[config.mk]
export PLATFORM = sky130hd
export DESIGN_NAME = game_tick_scheduler
export DESIGN_NICKNAME = d
export VERILOG_FILES = /design/src/rtl/game_tick_scheduler_pkg.sv /design/src/rtl/game_tick_scheduler_tick_divider.sv /design/src/rtl/game_tick_scheduler.sv
export SDC_FILE = /design/constraint.sdc
export NUM_CORES = 1
export LEC_CHECK = 0
export CORE_MARGIN = 3
export CORE_UTILIZATION = 44
export CTS_CLUSTER_SIZE = 14
export DETAILED_ROUTE_END_ITERATION = 16
export GPL_TIMING_DRIVEN = 0
export PLACE_DENSITY_LB_ADDON = 0.15
export RECOVER_POWER = 50
export SLEW_MARGIN = 20
export SYNTH_ARGS = -nofsm -noshare
export SYNTH_HDL_FRONTEND = slang
export SYNTH_SLANG_ARGS = --single-unit
[constraint.sdc]
create_clock -name Clock -period 2.05 [get_ports Clock]
set_clock_uncertainty 0.2 [all_clocks]
set_input_delay 0.41 -clock Clock [delete_from_list [all_inputs] [get_ports Clock]]
set_output_delay 0.41 -clock Clock [all_outputs]
set_load 0.03 [all_outputs]
[src/rtl/game_tick_scheduler_pkg.sv]
// Shared types and helpers for the game tick scheduler.
package game_tick_scheduler_pkg;

    typedef enum logic [1:0] {
        ST_IDLE  = 2'b00,
        ST_RUN   = 2'b01,
        ST_PAUSE = 2'b10
    } state_t;

    // Shortened tick period after a level-up, floored at floor_v. Worked in int
    // so a small period minus the step can never underflow.
    function automatic int next_period(input int cur, input int step, input int floor_v);
        if (cur >= floor_v + step)
            return cur - step;
        else
            return floor_v;
    endfunction

endpackage

[src/rtl/game_tick_scheduler_tick_divider.sv]
// Programmable period counter. Counts while en is high, wraps when it reaches
// period-1 and emits a registered one-cycle wrap pulse in the following cycle.
// fire is the same-cycle wrap decision, so the parent can update period state
// on the edge that raises wrap.
module game_tick_scheduler_tick_divider #(
    parameter int CNT_W = 4
) (
    input  logic             Clock,
    input  logic             Reset,
    input  logic             en,
    input  logic             clr,
    input  logic [CNT_W-1:0] period,
    output logic             fire,
    output logic             wrap
);

    logic [CNT_W-1:0] cnt;

    // Wrap decision from the registered count and the current period.
    always_comb begin
        fire = en && (cnt == period - CNT_W'(1));
    end

    // Count register and registered wrap pulse; clr takes precedence over counting.
    always_ff @(posedge Clock) begin
        if (!Reset) begin
            cnt  <= '0;
            wrap <= 1'b0;
        end else begin
            wrap <= fire && !clr;
            if (clr || fire)
                cnt <= '0;
            else if (en)
                cnt <= cnt + CNT_W'(1);
        end
    end

endmodule

[src/rtl/game_tick_scheduler.sv]
// Game timebase: IDLE/RUN/PAUSE sequencer around a programmable divider. The
// tick period shrinks by STEP every TICKS_PER_LEVEL ticks until MAX_LEVEL.
module game_tick_scheduler
    import game_tick_scheduler_pkg::*;
#(
    parameter int BASE_DIV        = 8,
    parameter int STEP            = 2,
    parameter int MIN_DIV         = 4,
    parameter int TICKS_PER_LEVEL = 3,
    parameter int MAX_LEVEL       = 3,
    parameter int LEVEL_W         = 3,
    parameter int CNT_W           = $clog2(BASE_DIV + 1)
) (
    input  logic               Clock,
    input  logic               Reset,
    input  logic               Start,
    input  logic               Pause,
    input  logic               Stop,
    input  logic               Level_clear,
    output logic               Tick,
    output logic [LEVEL_W-1:0] Level,
    output logic [CNT_W-1:0]   Div_value,
    output logic               Max_level,
    output logic               Running,
    output logic               Paused
);

    localparam int TC_W = (TICKS_PER_LEVEL > 1) ? $clog2(TICKS_PER_LEVEL) : 1;

    state_t            state, state_nxt;
    logic              cnt_en;
    logic              cnt_clr;
    logic              stop_clr;
    logic              level_clr;
    logic              fire;
    logic [TC_W-1:0]   tick_cnt;
    logic [CNT_W-1:0]  div_dec;

    // State register.
    always_ff @(posedge Clock) begin
        if (!Reset)
            state <= ST_IDLE;
        else
            state <= state_nxt;
    end

    // Next state and divider controls; Stop beats Pause beats Start.
    always_comb begin
        state_nxt = state;
        cnt_en    = 1'b0;
        cnt_clr   = 1'b0;
        stop_clr  = 1'b0;
        level_clr = 1'b0;
        case (state)
            ST_IDLE: begin
                cnt_clr   = 1'b1;
                level_clr = Level_clear;
                if (Start)
                    state_nxt = ST_RUN;
            end
            ST_RUN: begin
                if (Stop) begin
                    state_nxt = ST_IDLE;
                    cnt_clr   = 1'b1;
                    stop_clr  = 1'b1;
                end else if (Pause) begin
                    state_nxt = ST_PAUSE;
                end else begin
                    cnt_en = 1'b1;
                end
            end
            ST_PAUSE: begin
                if (Stop) begin
                    state_nxt = ST_IDLE;
                    cnt_clr   = 1'b1;
                    stop_clr  = 1'b1;
                end else if (!Pause) begin
                    state_nxt = ST_RUN;
                end
            end
            default: begin
                state_nxt = ST_IDLE;
                cnt_clr   = 1'b1;
            end
        endcase
    end

    game_tick_scheduler_tick_divider #(
        .CNT_W (CNT_W)
    ) u_tick_divider (
        .Clock  (Clock),
        .Reset  (Reset),
        .en     (cnt_en),
        .clr    (cnt_clr),
        .period (Div_value),
        .fire   (fire),
        .wrap   (Tick)
    );

    // Period for the next level.
    always_comb begin
        div_dec = CNT_W'(next_period(int'(Div_value), STEP, MIN_DIV));
    end

    // Level and period bookkeeping; updates land on the edge that raises Tick.
    always_ff @(posedge Clock) begin
        if (!Reset) begin
            Level     <= '0;
            Div_value <= CNT_W'(BASE_DIV);
            tick_cnt  <= '0;
        end else if (level_clr) begin
            Level     <= '0;
            Div_value <= CNT_W'(BASE_DIV);
            tick_cnt  <= '0;
        end else if (stop_clr) begin
            tick_cnt  <= '0;
        end else if (fire) begin
            if (tick_cnt == TC_W'(TICKS_PER_LEVEL - 1)) begin
                tick_cnt <= '0;
                if (Level < LEVEL_W'(MAX_LEVEL)) begin
                    Level     <= Level + LEVEL_W'(1);
                    Div_value <= div_dec;
                end
            end else begin
                tick_cnt <= tick_cnt + TC_W'(1);
            end
        end
    end

    // Status flags decoded from registered state.
    always_comb begin
        Max_level = (Level == LEVEL_W'(MAX_LEVEL));
        Running   = (state == ST_RUN);
        Paused    = (state == ST_PAUSE);
    end

endmodule

### Clock routing

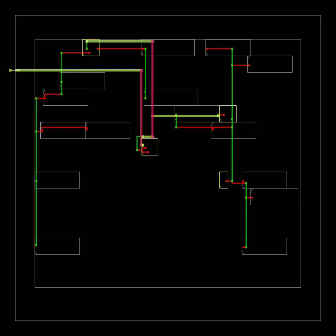
clk latency late pin: 290 ps
total clock network power: 168 µW
clkbuf count: 4
clk sinks: 15

### M3 wires

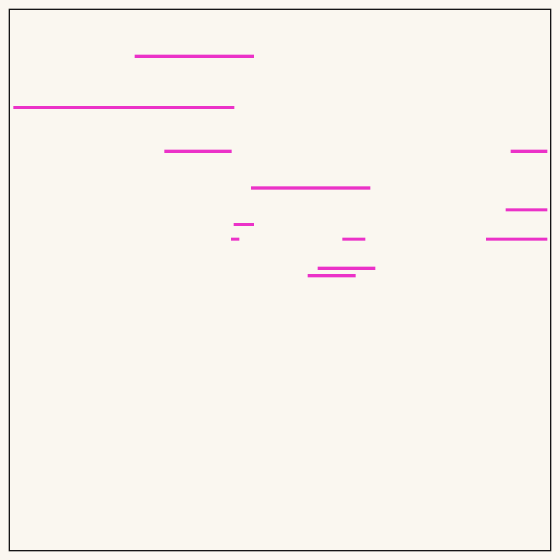
The longest straight run is 20.2 µm. The layer carries 72.8 µm of wire.
GRT met3 Usage: 5.34%
final wirelength: 1930 µm
via total after detailed routing: 776

==> ci_impl_report.md <==
### Flow metrics

| Metric | Value |
|---|---|
| Run status | complete, no violations |
| Final Hold Slack | 291 ps |
| Area fraction in compound gates | 11.4% |
| Post-DP HPWL | 1350 µm |
| Placed instance area | 1050 µm² |
| RSZ-0062 raised after global routing | yes |
| MUX share of area | 1.16% |
| Antenna-violating nets left | 0 |
| Starting DRT DRC Count | 8 |
| Number of synthesis warnings | 0 |
| Finished Layout Cells | 147 |
| Synthesized instance count | 98 |
| Sequential share of cell area | a little over a quarter |
| Final hold violations | 0 |
| Yosys cell count | 98 |
| And+or+nand+nor area frac | 26.5% |
| Yosys Chip Area | approximately 860 µm² |
| Max-cap violation count | 0 |
| Syn-to-layout area delta | 34.6% |
| Xor+xnor area frac | 7.71% |
| Flops | 15 |
| Die Area | 2520 µm² |
| Non-clock buffer share | 17.8% |
## power breakdown
group,switching [µW],internal [µW]
logic,54.0,39.4
clock network,92.4,75.7
registers,5.68,294
total,152,409
## placed cells by master, fill, tap and decap left out, drive strengths merged
master / n
dfxtp: 15
nand2: 11
clkdlybuf4s50: 9
ha: 9
a21oi: 8
nor2: 7
buf: 7
nand3: 6
inv: 6
or3: 4
dlygate4sd2: 4
xor2: 4
clkbuf: 4
nand4: 3
o21ai: 3
and4: 3
nand2b: 2
dlymetal6s2s: 2
a21boi: 2
xnor3: 1
and4bb: 1
nor3b: 1
mux2i: 1
xnor2: 1
a211o: 1
nor2b: 1
a311o: 1
or3b: 1
nand3b: 1
nor3: 1
a311oi: 1
conb: 1
## per-layer routing
metal	global-route usage [%]	up-vias
met5	0	-
met4	4.61	0
met3	5.34	5
met2	26.3	15
met1	17.7	364
li1	-	392
## sequential cells by signal, summed over array words and instances (netlist names)
| register | cells |
|---|---|
| Level | 3 |
| u_tick_divider.wrap | 1 |
| u_tick_divider.cnt | 4 |
| state | 2 |
| Div_value | 3 |
| tick_cnt | 2 |
## path summary, 6_finish.rpt
| path | to | start | slack (ps) |
|---|---|---|---|
| worst max-delay path | state[0]$_SDFFE_PN0P_ | state[1]$_SDFFE_PN0P_ | 40 |
| worst min register to register | u_tick_divider.wrap$_SDFF_PN0_ | u_tick_divider.cnt[0]$_SDFFE_PP0P_ | 290 |
| worst max register to register | state[0]$_SDFFE_PN0P_ | state[1]$_SDFFE_PN0P_ | 40 |
| worst min-delay path | u_tick_divider.wrap$_SDFF_PN0_ | u_tick_divider.cnt[0]$_SDFFE_PP0P_ | 290 |
## critical path, cell delays in order, from the launching register on
cell and delay, ps:
dfxtp_2 370, inv_1 70, ha_1 210, nor3b_2 200, a311o_1 390, or3_1 350, a21boi_0 160
Power figures rest on the tool's default switching activity, not on a simulated workload.
